<file path="src/rtl/keypad_pkg.sv">
// rtl/keypad_pkg.sv - shared keypad code map, FSM encoding and timing defaults
//
// Shared by the keypad scanner and the keypad emulator so both agree on the
// key-code layout: row index in bits [3:2], column index in bits [1:0].
// No ports (package).

package keypad_pkg;

  typedef enum logic [2:0] {
    ST_IDLE       = 3'd0,
    ST_BOUNCE_IN  = 3'd1,
    ST_HOLD       = 3'd2,
    ST_BOUNCE_OUT = 3'd3,
    ST_GAP        = 3'd4
  } kp_state_e;

  // How the contact timer turns its bounce-phase bit into a contact level.
  typedef enum logic [1:0] {
    CM_OPEN               = 2'd0,
    CM_CLOSED             = 2'd1,
    CM_BOUNCE_CLOSED_FIRST = 2'd2,
    CM_BOUNCE_OPEN_FIRST  = 2'd3
  } contact_mode_e;

  localparam int KEY_ROW_MSB = 3;
  localparam int KEY_ROW_LSB = 2;
  localparam int KEY_COL_MSB = 1;
  localparam int KEY_COL_LSB = 0;

  localparam int TIMER_W = 16;

  localparam int DEFAULT_HOLD_CYCLES   = 64;
  localparam int DEFAULT_BOUNCE_CYCLES = 4;
  localparam int DEFAULT_GAP_CYCLES    = 8;

  function automatic logic [3:0] onehot4(input logic [1:0] idx);
    onehot4 = 4'b0001 << idx;
  endfunction

endpackage

</file>
<file path="src/rtl/keypad_contact_timer.sv">
// rtl/keypad_contact_timer.sv - shared down-counter with bounce phase, drives contact level
//
// Ports:
//   Clk, Reset   clock, asynchronous active-high reset
//   load         reload the counter (state entry); clears the bounce phase
//   load_value   cycles-1 of the state being entered
//   mode         contact behaviour of the current state
//   contact      1 = key contact closed this cycle
//   expire       counter at zero: current cycle is the last of the state

module keypad_contact_timer
  import keypad_pkg::*;
(
  input  logic               Clk,
  input  logic               Reset,
  input  logic               load,
  input  logic [TIMER_W-1:0] load_value,
  input  contact_mode_e      mode,
  output logic               contact,
  output logic               expire
);

  logic [TIMER_W-1:0] count_q;
  logic               phase_q;

  // phase_q is 0 on the first cycle of every state and toggles each cycle,
  // giving the even/odd alternation used during bounce.
  always_ff @(posedge Clk or posedge Reset) begin
    if (Reset) begin
      count_q <= '0;
      phase_q <= 1'b0;
    end else if (load) begin
      count_q <= load_value;
      phase_q <= 1'b0;
    end else begin
      if (count_q != '0) begin
        count_q <= count_q - TIMER_W'(1);
      end
      phase_q <= ~phase_q;
    end
  end

  assign expire = (count_q == '0);

  always_comb begin
    contact = 1'b0;
    case (mode)
      CM_OPEN:                contact = 1'b0;
      CM_CLOSED:              contact = 1'b1;
      CM_BOUNCE_CLOSED_FIRST: contact = ~phase_q;
      CM_BOUNCE_OPEN_FIRST:   contact = phase_q;
      default:                contact = 1'b0;
    endcase
  end

endmodule

</file>
<file path="src/rtl/keypad_emulator.sv">
// rtl/keypad_emulator.sv - 4x4 keypad contact model answering a column-driving scanner
//
// Ports:
//   Clk, Reset   clock, asynchronous active-high reset
//   Key_Code     key to press (row [3:2], column [1:0]); latched on accept
//   Press_Req    level request, only sampled while idle
//   Col          column drive from the scanner
//   Row          combinational row return (one-hot of latched row when pressed)
//   S_Row        registered OR of Row
//   Press_Ack    one-cycle pulse in the first cycle of a sequence
//   Busy         high for the whole press sequence
//   Done         one-cycle pulse in the last cycle of a sequence

module keypad_emulator
  import keypad_pkg::*;
#(
  parameter int HOLD_CYCLES   = DEFAULT_HOLD_CYCLES,
  parameter int BOUNCE_CYCLES = DEFAULT_BOUNCE_CYCLES,
  parameter int GAP_CYCLES    = DEFAULT_GAP_CYCLES
) (
  input  logic       Clk,
  input  logic       Reset,
  input  logic [3:0] Key_Code,
  input  logic       Press_Req,
  input  logic [3:0] Col,
  output logic [3:0] Row,
  output logic       S_Row,
  output logic       Press_Ack,
  output logic       Busy,
  output logic       Done
);

  localparam bit HAS_BOUNCE = (BOUNCE_CYCLES != 0);
  localparam bit HAS_GAP    = (GAP_CYCLES != 0);

  localparam logic [TIMER_W-1:0] HOLD_LOAD   = TIMER_W'(HOLD_CYCLES - 1);
  localparam logic [TIMER_W-1:0] BOUNCE_LOAD = HAS_BOUNCE ? TIMER_W'(BOUNCE_CYCLES - 1) : '0;
  localparam logic [TIMER_W-1:0] GAP_LOAD    = HAS_GAP ? TIMER_W'(GAP_CYCLES - 1) : '0;

  kp_state_e          state, next_state;
  contact_mode_e      mode;
  logic [3:0]         code_q;
  logic               accept;
  logic               load;
  logic [TIMER_W-1:0] load_value;
  logic               contact;
  logic               expire;

  assign accept = (state == ST_IDLE) && Press_Req;

  always_ff @(posedge Clk or posedge Reset) begin
    if (Reset) begin
      state     <= ST_IDLE;
      code_q    <= '0;
      Press_Ack <= 1'b0;
      S_Row     <= 1'b0;
    end else begin
      state     <= next_state;
      Press_Ack <= accept;
      S_Row     <= |Row;
      if (accept) begin
        code_q <= Key_Code;
      end
    end
  end

  always_comb begin
    next_state = state;
    mode       = CM_OPEN;
    case (state)
      ST_IDLE: begin
        if (Press_Req) begin
          next_state = HAS_BOUNCE ? ST_BOUNCE_IN : ST_HOLD;
        end
      end
      ST_BOUNCE_IN: begin
        mode = CM_BOUNCE_CLOSED_FIRST;
        if (expire) begin
          next_state = ST_HOLD;
        end
      end
      ST_HOLD: begin
        mode = CM_CLOSED;
        if (expire) begin
          if (HAS_BOUNCE) begin
            next_state = ST_BOUNCE_OUT;
          end else begin
            next_state = HAS_GAP ? ST_GAP : ST_IDLE;
          end
        end
      end
      ST_BOUNCE_OUT: begin
        mode = CM_BOUNCE_OPEN_FIRST;
        if (expire) begin
          next_state = HAS_GAP ? ST_GAP : ST_IDLE;
        end
      end
      ST_GAP: begin
        if (expire) begin
          next_state = ST_IDLE;
        end
      end
      default: next_state = ST_IDLE;
    endcase

    // Every transition enters a different state, so a state change is
    // exactly a state entry and reloads the shared counter.
    load = (next_state != state);
    case (next_state)
      ST_BOUNCE_IN:  load_value = BOUNCE_LOAD;
      ST_HOLD:       load_value = HOLD_LOAD;
      ST_BOUNCE_OUT: load_value = BOUNCE_LOAD;
      ST_GAP:        load_value = GAP_LOAD;
      default:       load_value = '0;
    endcase
  end

  keypad_contact_timer u_timer (
    .Clk        (Clk),
    .Reset      (Reset),
    .load       (load),
    .load_value (load_value),
    .mode       (mode),
    .contact    (contact),
    .expire     (expire)
  );

  assign Busy = (state != ST_IDLE);
  // The only way back to IDLE without reset is the end of a sequence.
  assign Done = Busy && (next_state == ST_IDLE);

  // Contact is derived from registered state only, so an asynchronous
  // reset opens it without waiting for a clock.
  always_comb begin
    Row = 4'b0000;
    if (contact && Col[code_q[KEY_COL_MSB:KEY_COL_LSB]]) begin
      Row = onehot4(code_q[KEY_ROW_MSB:KEY_ROW_LSB]);
    end
  end

endmodule

</file>
<file path="config.mk">
export PLATFORM = sky130hd
export DESIGN_NAME = keypad_emulator
export DESIGN_NICKNAME = d
export VERILOG_FILES = /design/src/rtl/keypad_pkg.sv /design/src/rtl/keypad_contact_timer.sv /design/src/rtl/keypad_emulator.sv
export SDC_FILE = /design/constraint.sdc
export NUM_CORES = 1
export LEC_CHECK = 0
export CAP_MARGIN = 20
export CORE_ASPECT_RATIO = 0.5
export CORE_MARGIN = 2
export CORE_UTILIZATION = 54
export DETAILED_ROUTE_END_ITERATION = 10
export GPL_ROUTABILITY_DRIVEN = 0
export PLACE_DENSITY = 0.78
export SYNTH_ARGS = -nofsm -noshare
export SYNTH_HDL_FRONTEND = slang
export SYNTH_SLANG_ARGS = --single-unit
</file>
<file path="constraint.sdc">
create_clock -name Clk -period 3.2 [get_ports Clk]
set_input_delay 0.64 -clock Clk [delete_from_list [all_inputs] [get_ports Clk]]
set_output_delay 0.64 -clock Clk [all_outputs]
set_load 0.02 [all_outputs]
</file>
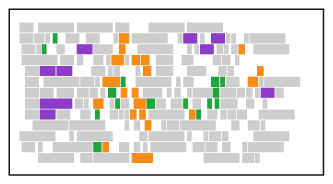
(selected gate families)
Scale: 4 px per micron.
- green: NAND gates (cells 15; most used nand2_1)
- purple: multiplexers (cells 9)
- orange: inverting AOI/OAI gates (cells 20; most used o21ai_0)

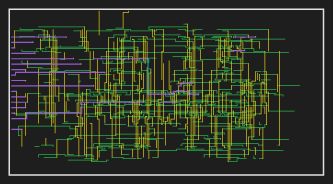
(metal layers overlaid)
Scale: 4 px per micron.
- cyan: metal 4 (wire length 8.80 microns)
- green: metal 1 (wire length 1480 microns)
- yellow: metal 2 (wire length 1300 microns)
- purple: metal 3 (wire length 206 microns)

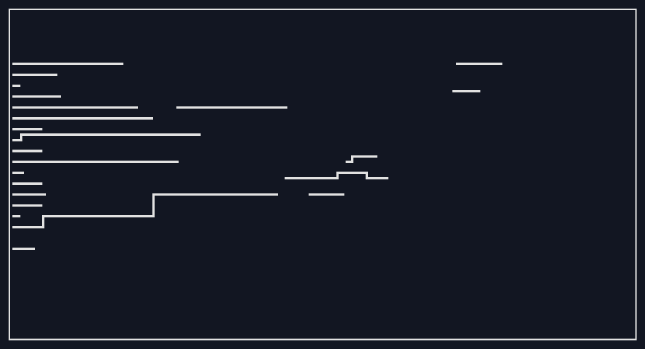
(signal wires on met3)
Scale: 8 px per micron.
- nets with wire on the layer: 22
- main direction: horizontal

-- per-layer routing --
layer	GRT usage, %	vias up
li1	-	608
met5	0	-
met1	24.6	581
met2	35.1	28
met4	2.63	0
met3	7.27	2
-- Yosys cell counts (all sizes together), types with 2 or more instances --
| master | count | area [sq um] |
|---|---|---|
| buf | 2 | 12.5 |
| dfrtp | 26 | 651 |
| mux2i | 4 | 40.0 |
| nor2 | 32 | 120 |
| a2bb2oi | 2 | 17.5 |
| or4 | 3 | 22.5 |
| clkbuf | 3 | 11.3 |
| inv | 6 | 22.5 |
| nor3b | 3 | 22.5 |
| ha | 2 | 25.0 |
| a21oi | 4 | 20.0 |
| a211oi | 2 | 15.0 |
| o22ai | 3 | 18.8 |
| or2 | 3 | 18.8 |
| mux2 | 4 | 45.0 |
| nor4 | 6 | 37.5 |
| or3 | 6 | 37.5 |
| o21ai | 6 | 30.0 |
| xnor2 | 6 | 52.6 |
| nand2b | 3 | 18.8 |
| xor2 | 3 | 26.3 |
| nand2 | 10 | 37.5 |
| nor3 | 11 | 60.1 |
-- state kept, by name, indices dropped and copies added, names as in the netlist --
name / count
u_timer.count_q: 16
code_q: 4
state: 3
Press_Ack: 1
S_Row: 1
u_timer.phase_q: 1
-- cells in the final DEF (no fill, tap or decap), types with 3 or more instances in the layout --
master and count:
dfrtp_1 26, xnor2_1 6, o22ai_1 3, mux2i_1 4, nor3_1 10, xor2_1 3
clkdlybuf4s50_1 17, nor4_1 5, clkbuf_8 3, or4_1 3, inv_1 6, nor2_1 32
o21ai_0 6, nand2b_1 3, nand2_1 10, mux2_2 4, a21oi_1 4, or2_2 3
or3_1 6
-- worst max-delay path, delay by kind of cell --
kind / cells / cell delay, ps
muxes: 1 / 220
buffers and inverters: 2 / 1090
and+or+nand+nor: 2 / 490
-- power groups by stage --
stage	logic, mW	registers (mW)	clock network [mW]
after detailed placement	0.307	0.492	0
after CTS	0.312	0.486	0.192
final	0.322	0.489	0.190
after global routing	0.359	0.502	0.204
after global placement	0.298	0.490	0
after floorplan	0.239	0.473	0
-- cells by family after synthesis --
logic type               after synthesis  synth area share, %
flip-flops                            26                 43.8
adder cells (fa/ha/maj)                2                 1.68
AND/OR/NAND/NOR                       84                 29.2
multiplexers                           9                 7.24
buffers and inverters                 11                 3.12
XOR/XNOR                               9                 5.31
AND-OR/OR-AND                         21                 9.69
-- final timing paths --
path,startpoint,to,slack (ps)
setup reg to reg,u_timer.count_q[0]$_DFFE_PP0P_,u_timer.count_q[15]$_DFFE_PP0P_,460
hold reg to reg,u_timer.phase_q$_DFF_PP0_,u_timer.phase_q$_DFF_PP0_,450
max in group asynchronous,Reset,u_timer.count_q[1]$_DFFE_PP0P_,2310
min in group asynchronous,Reset,code_q[1]$_DFFE_PP0P_,540
setup / recovery,Col[1],Row[0],130
hold / removal,u_timer.phase_q$_DFF_PP0_,u_timer.phase_q$_DFF_PP0_,450
-- final cells by class --
type	instances	area, sq um	share of cell area, %
Inverter	6	22.5	1.27
Timing Repair Buffer	21	218	12.2
Multi-Input combinational cell	125	800	45.0
Clock buffer	3	41.3	2.32
Sequential cell	26	651	36.6
Tap cell	37	46.3	2.60
==> results.py <==
# Metrics from the implementation run
metrics = {
    "yosys": {
        "edf_count": 0,
        "ys_seq_share_pct": 43.8,
        "ys_cells": 162,
        "fp_nets": 175,
        "ys_warn_count": 0,
    },
    "critical_path": {
        "crit_chain": "clkdlybuf4s50_1, mux4_2, nor3b_2, nor3b_1, clkdlybuf4s50_1",
        "end_kind": "primary output",
        "cp_max_fo": 5,
        "cpPeakStageDelay_ps": 630,
    },
    "pwr": {
        "pwr-share-seq_pct": 48.9,
        "power.density_mw_per_mm2": 563,
        "combPwrFrac_pct": 32.2,
    },
    "run_status": {
        "status": "finished clean",
    },
    "global_route": {
        "antenna_found_initial": 0,
    },
    "clock_tree": {
        "post_cts_buffers": 0,
        "cts.reportedPaths.clkPinSlew_ps": 90,
    },
    "final_timing": {
        "drv_slew": 0,
        "worst_slew_pin_slew_ps": 631,
    },
    "cells_and_area": {
        "stdcell_area_sq_mm": 0.00178,
        "drive_above_1_share_pct": 12.2,
        "nFillCells": 216,
        "area_growth_pct": 19.7,
        "fin_nets": 196,
    },
    "floorplanning": {
        "fp_util_pct": 57.1,
        "row_count": 13,
        "chipArea_sq_mm": 0.00321,
    },
    "placed_design": {
        "placed_cell_area_sq_mm": 0.00170,
        "placed_cells": 214,
    },
    "run": {
        "warnings": 27,
    },
    "drt": {
        "routedLengthMet1_microns": 1480,
        "routed.top_layer": "met4",
    },
    "worst_hold_path": {
        "holdPathStages": 1,
    },
}
Power and IR drop assume default switching activity.
